Figure 1. Ports around the boundary.
Scale: 3 px per µm. Pins as bars across the die edge, other pins in gray.
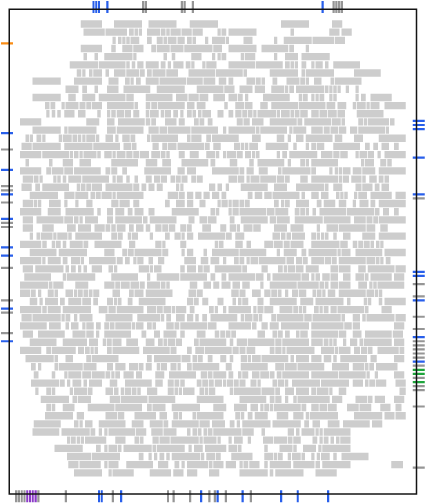
Figure 2. Sequential cells colored by netlist name.
Scale: 1.5 px per µm. Other sequential cells in the stronger gray, the rest of the logic in the fainter gray.
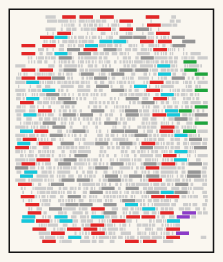
### src/rtl/ahb_timer.sv
// AHB3-Lite machine timer: 64-bit mtime/mtimecmp with prescaler,
// zero-wait valid accesses, two-cycle ERROR on illegal ones.
module ahb_timer #(
   parameter logic       RESET_EN    = 1'b1,
   parameter logic [7:0] RESET_PRESC = 8'd0
) (
   input  logic        s_clk_i,
   input  logic        s_resetn_i,
   input  logic [4:0]  s_haddr_i,
   input  logic [31:0] s_hwdata_i,
   input  logic [2:0]  s_hburst_i,
   input  logic        s_hmastlock_i,
   input  logic [3:0]  s_hprot_i,
   input  logic [2:0]  s_hsize_i,
   input  logic [1:0]  s_htrans_i,
   input  logic        s_hwrite_i,
   input  logic        s_hsel_i,
   output logic [31:0] s_hrdata_o,
   output logic        s_hready_o,
   output logic        s_hresp_o,
   output logic        s_int_mtip_o
);

   typedef enum logic [1:0] {
      IDLE,
      DATA,
      ERR1,
      ERR2
   } state_t;

   state_t      state;
   logic        d_wr;
   logic [2:0]  d_off;

   logic [63:0] mtime;
   logic [63:0] mtimecmp;
   logic        en;
   logic [7:0]  presc;
   logic [7:0]  cnt;
   logic [31:0] shadow;

   logic acc;
   logic bad;
   logic wr;
   logic rd;
   logic tick;

   logic unused;
   assign unused = ^{s_hburst_i, s_hmastlock_i, s_hprot_i, s_htrans_i[0]};

   assign acc = s_hsel_i & s_htrans_i[1] & s_hready_o;
   assign bad = (s_hsize_i != 3'b010)
              | (s_haddr_i[1:0] != 2'b00)
              | (s_haddr_i[4:2] > 3'd4);

   assign wr   = (state == DATA) & d_wr;
   assign rd   = (state == DATA) & ~d_wr;
   assign tick = en & (cnt == presc);

   // ERR1 stalls the bus; IDLE, DATA and ERR2 may all accept a new address
   always_ff @(posedge s_clk_i or negedge s_resetn_i) begin
      if (!s_resetn_i) begin
         state      <= IDLE;
         s_hready_o <= 1'b1;
         s_hresp_o  <= 1'b0;
         d_wr       <= 1'b0;
         d_off      <= 3'd0;
      end else begin
         unique case (state)
            ERR1: begin
               state      <= ERR2;
               s_hready_o <= 1'b1;
               s_hresp_o  <= 1'b1;
            end
            default: begin
               if (acc & bad) begin
                  state      <= ERR1;
                  s_hready_o <= 1'b0;
                  s_hresp_o  <= 1'b1;
               end else if (acc) begin
                  state      <= DATA;
                  s_hready_o <= 1'b1;
                  s_hresp_o  <= 1'b0;
                  d_wr       <= s_hwrite_i;
                  d_off      <= s_haddr_i[4:2];
               end else begin
                  state      <= IDLE;
                  s_hready_o <= 1'b1;
                  s_hresp_o  <= 1'b0;
               end
            end
         endcase
      end
   end

   always_ff @(posedge s_clk_i or negedge s_resetn_i) begin
      if (!s_resetn_i) begin
         mtime        <= 64'd0;
         mtimecmp     <= '1;
         en           <= RESET_EN;
         presc        <= RESET_PRESC;
         cnt          <= 8'd0;
         shadow       <= 32'd0;
         s_int_mtip_o <= 1'b0;
      end else begin
         s_int_mtip_o <= (mtime >= mtimecmp);

         // a bus write to either mtime half swallows that cycle's tick
         if (wr && d_off == 3'd0)
            mtime[31:0] <= s_hwdata_i;
         else if (wr && d_off == 3'd1)
            mtime[63:32] <= s_hwdata_i;
         else if (tick)
            mtime <= mtime + 64'd1;

         if (wr && d_off == 3'd2)
            mtimecmp[31:0] <= s_hwdata_i;
         if (wr && d_off == 3'd3)
            mtimecmp[63:32] <= s_hwdata_i;

         if (wr && d_off == 3'd4) begin
            en    <= s_hwdata_i[0];
            presc <= s_hwdata_i[15:8];
            cnt   <= 8'd0;
         end else if (en) begin
            cnt <= tick ? 8'd0 : cnt + 8'd1;
         end

         if (rd && d_off == 3'd0)
            shadow <= mtime[63:32];
      end
   end

   always_comb begin
      s_hrdata_o = 32'd0;
      if (rd) begin
         case (d_off)
            3'd0:    s_hrdata_o = mtime[31:0];
            3'd1:    s_hrdata_o = shadow;
            3'd2:    s_hrdata_o = mtimecmp[31:0];
            3'd3:    s_hrdata_o = mtimecmp[63:32];
            3'd4:    s_hrdata_o = {16'd0, presc, 7'd0, en};
            default: s_hrdata_o = 32'd0;
         endcase
      end
   end

endmodule

### config.mk
export PLATFORM = sky130hd
export DESIGN_NAME = ahb_timer
export DESIGN_NICKNAME = d
export VERILOG_FILES = /design/src/rtl/ahb_timer.sv
export SDC_FILE = /design/constraint.sdc
export NUM_CORES = 1
export LEC_CHECK = 0
export CORE_ASPECT_RATIO = 1.2
export CORE_MARGIN = 3
export CORE_UTILIZATION = 59
export DETAILED_ROUTE_END_ITERATION = 8
export PLACE_DENSITY = 0.8
export SETUP_SLACK_MARGIN = 0.02
export SLEW_MARGIN = 20
export SYNTH_ARGS = -nofsm -noshare
export SYNTH_HDL_FRONTEND = slang
export SYNTH_SLANG_ARGS = --single-unit
export TNS_END_PERCENT = 1
### constraint.sdc
create_clock -name s_clk_i -period 3.65 [get_ports s_clk_i]
set_input_delay 0.73 -clock s_clk_i [delete_from_list [all_inputs] [get_ports s_clk_i]]
set_output_delay 0.73 -clock s_clk_i [all_outputs]
set_load 0.1 [all_outputs]
==> impl_metrics.py <==
# Metrics from the implementation run
metrics = {
    "cells_and_area": {
        "drive_gt1_share_pct": 17.5,
        "num_antenna_cells": 0,
        "final_cells": 1659,
        "finalNetCount": 1505,
        "final_util_pct": 70.8,
        "synthToLayoutAreaGrowth_pct": 17.5,
    },
    "yosys": {
        "synthTopCellsByCount": "nand2_1, dfrtp_1, o21ai_0, nor2_1, inv_1",
        "avgSynthCellArea_um2": 8.91,
        "async_reset_ff_share_pct": 100,
        "synthFlopType": "dfrtp_1",
        "largest_area_cell": "dfrtp_1",
        "top_cell": "nand2_1",
        "synth_cell_types": 81,
        "edf_count": 0,
        "ys.flops": 185,
        "area_leaders": "dfrtp_1, dfstp_2, ha_1, nand2_1, o21ai_0",
        "yosys_area_um2": 11800,
        "fp_nets": 1447,
        "synthCells": 1327,
        "synth.top_cell.area_share_pct": 25.2,
        "synth_warnings": 0,
        "ys_seq_share_pct": 39.9,
        "syn_area_um2": 11800,
    },
    "detailed_routing": {
        "ant_nets": 0,
        "wire_per_inst_um": 22.6,
        "vias": 11200,
        "initialDrtViolationCount": 1199,
        "drt_first_pass_iters": 6,
        "drcViolationCount": 0,
        "wl_um": 37500,
    },
    "setup_path": {
        "crit_arrival_ns": 2.63,
        "start_kind": "register",
        "crit_slowest_cell": "dfrtp_1",
        "crit_fanout": 13,
        "end_kind": "output port",
        "crit_required_ns": 2.92,
        "crit_family": "flip-flops",
        "r2r_start": "mtimecmp[15]$_DFFE_PN1P_",
        "startpoint": "d_off[2]$_DFFE_PN0P_",
        "path_class": "register to output port",
        "cp_cell_sequence": "nand2b_1 > buf_12 > nor2_1 > a221oi_1 > nor2_1 > buf_12",
        "path_buffers": 2,
    },
    "timing": {
        "setup-tns-final_ns": 0,
        "skew_ns": 0.00774,
        "min_period_ns": 3.36,
        "slew_violations": 0,
        "tightest_slew_ns": 1.09,
        "fmax_mhz": 297,
        "hold_viol": 0,
        "setup_ws_ns": 0.287,
        "rsz0062_at_grt": "no",
        "post-route-period-util_pct": 92.1,
        "max_slew_margin_pct": 27.6,
    },
    "pwr": {
        "p_per_area_nw_per_um2": 566,
        "p_leak_uw": 0.00593,
        "irDropWorstVdd_v": 0.000376,
    },
    "grt": {
        "grt_pass1_wl_um": 59900,
        "grt_start_max_net_pins": 75,
        "grt_pass1_vias": 11200,
        "antenna_found_initial": 0,
    },
    "min_path": {
        "hp-class": "input pin to async pin",
    },
    "place": {
        "dp_cells": 1627,
        "place_ws_ns": 0.636,
        "dpl.hpwl_um": 26400,
        "gp_congestion": 0.986,
    },
    "clocking": {
        "ctsHoldBuffers": 0,
        "clk_pin_slew_worst_paths_ns": 0.07,
        "post-cts-setup-buffers": 0,
        "tritoncts": "yes",
        "cts_root_buf": "clkbuf_16",
        "htreeDepth": 4,
        "numCtsBuffers": 17,
        "post_cts_resize_count": 0,
        "clkLatencyLatePin_ns": 0.44,
        "cts_buffer_depth": 2,
        "clock-sinks": 185,
    },
    "die": {
        "dieHeight_um": 161,
        "core_area_um2": 19600,
        "fp.dieW_um": 135,
        "ios": 89,
        "chipArea_um2": 21800,
        "rows": 56,
        "initCoreUtil_pct": 60.3,
    },
    "run": {
        "tool_warnings": 36,
        "drv_cap": 0,
    },
    "status": {
        "outcome": "finished clean",
    },
}
Notes on Figure 1 above:
port	color	pins	direction	edge
s_clk_i	orange	1	input	left
s_hrdata_o	blue	32	output	10 right, 9 bottom, 8 left, 5 top
s_hprot_i	purple	4	input	bottom
s_hsize_i	green	3	input	right
all pins by edge	29 right, 27 bottom, 19 left, 14 top

Notes on Figure 2 above:
name in the netlist	color	sequential cells
mtimecmp	red	64
shadow	cyan	32
d_off	purple	3
cnt	green	8
not colored	78

[metrics by stage]
stage	hold WS (ns)	instance area [µm²]
after floorplan	0.434	11800
after global placement	0.462	13300
after detailed placement	0.476	13300
after CTS	0.351	13900
after global routing	0.373	13900
final	0.315	13900
[final timing paths]
kind | slack (ns) | end | cells past startpoint
setup reg to reg | 0.59 | s_int_mtip_o$_DFF_PN0_ | 9
setup / recovery | 0.29 | s_hrdata_o[17] | 6
hold / removal | 0.32 | d_off[0]$_DFFE_PN0P_ | 1
hold reg to reg | 0.49 | shadow[28]$_DFFE_PN0P_ | 2
max in group asynchronous | 2.48 | mtimecmp[18]$_DFFE_PN1P_ | 2
min in group s_clk_i | 0.49 | shadow[28]$_DFFE_PN0P_ | 2
[final cells by class]
class                      count  area, µm²
inverter                      75        282
timing repair buffer         120       1460
clock buffer                  17        425
fill                        1496       5730
tap                          261        327
sequential                   185       4710
clock inverter                15        165
multi-input combinational    986       6520
[metal layers]
layer	GRT usage, %	routed length (µm)
met5	0	0
met4	18.2	2060
met3	5.67	2990
met2	56.3	18100
met1	44.9	14400
[kinds of logic after synthesis]
kind of cell / Yosys count / synth area share, %
mux: 58 / 5.69
flops: 185 / 39.9
xor+xnor: 10 / 0.741
fa+ha+maj: 66 / 6.98
simple gates: 483 / 21.2
buf+inv: 156 / 5.25
compound gates: 369 / 20.3
[report_power, final]
group	internal, µW	switching [µW]
Combinational	1190	1960
Clock	1020	889
Sequential	2350	449
[layout by cell type (no fill, tap or decap), drive strengths merged, types with 19 or more instances in the layout]
| cell type | instances |
|---|---|
| nand2 | 177 |
| o21ai | 120 |
| dfrtp | 119 |
| nor2 | 95 |
| inv | 81 |
| buf | 74 |
| a21oi | 72 |
| ha | 66 |
| dfstp | 66 |
| nand4 | 49 |
| clkdlybuf4s50 | 46 |
| nand3 | 45 |
| mux2 | 34 |
| a221oi | 25 |
| a22oi | 23 |
| nor4 | 21 |
| mux2i | 20 |
| and3 | 19 |
| nor3 | 19 |
[registers in the layout, indices dropped and copies added (netlist names)]
name,cells
cnt,8
d_off,3
d_wr,1
en,1
mtime,64
mtimecmp,64
presc,8
s_hready_o,1
s_hresp_o,1
s_int_mtip_o,1
shadow,32
state,1
Power is estimated from default activity; no workload was simulated.
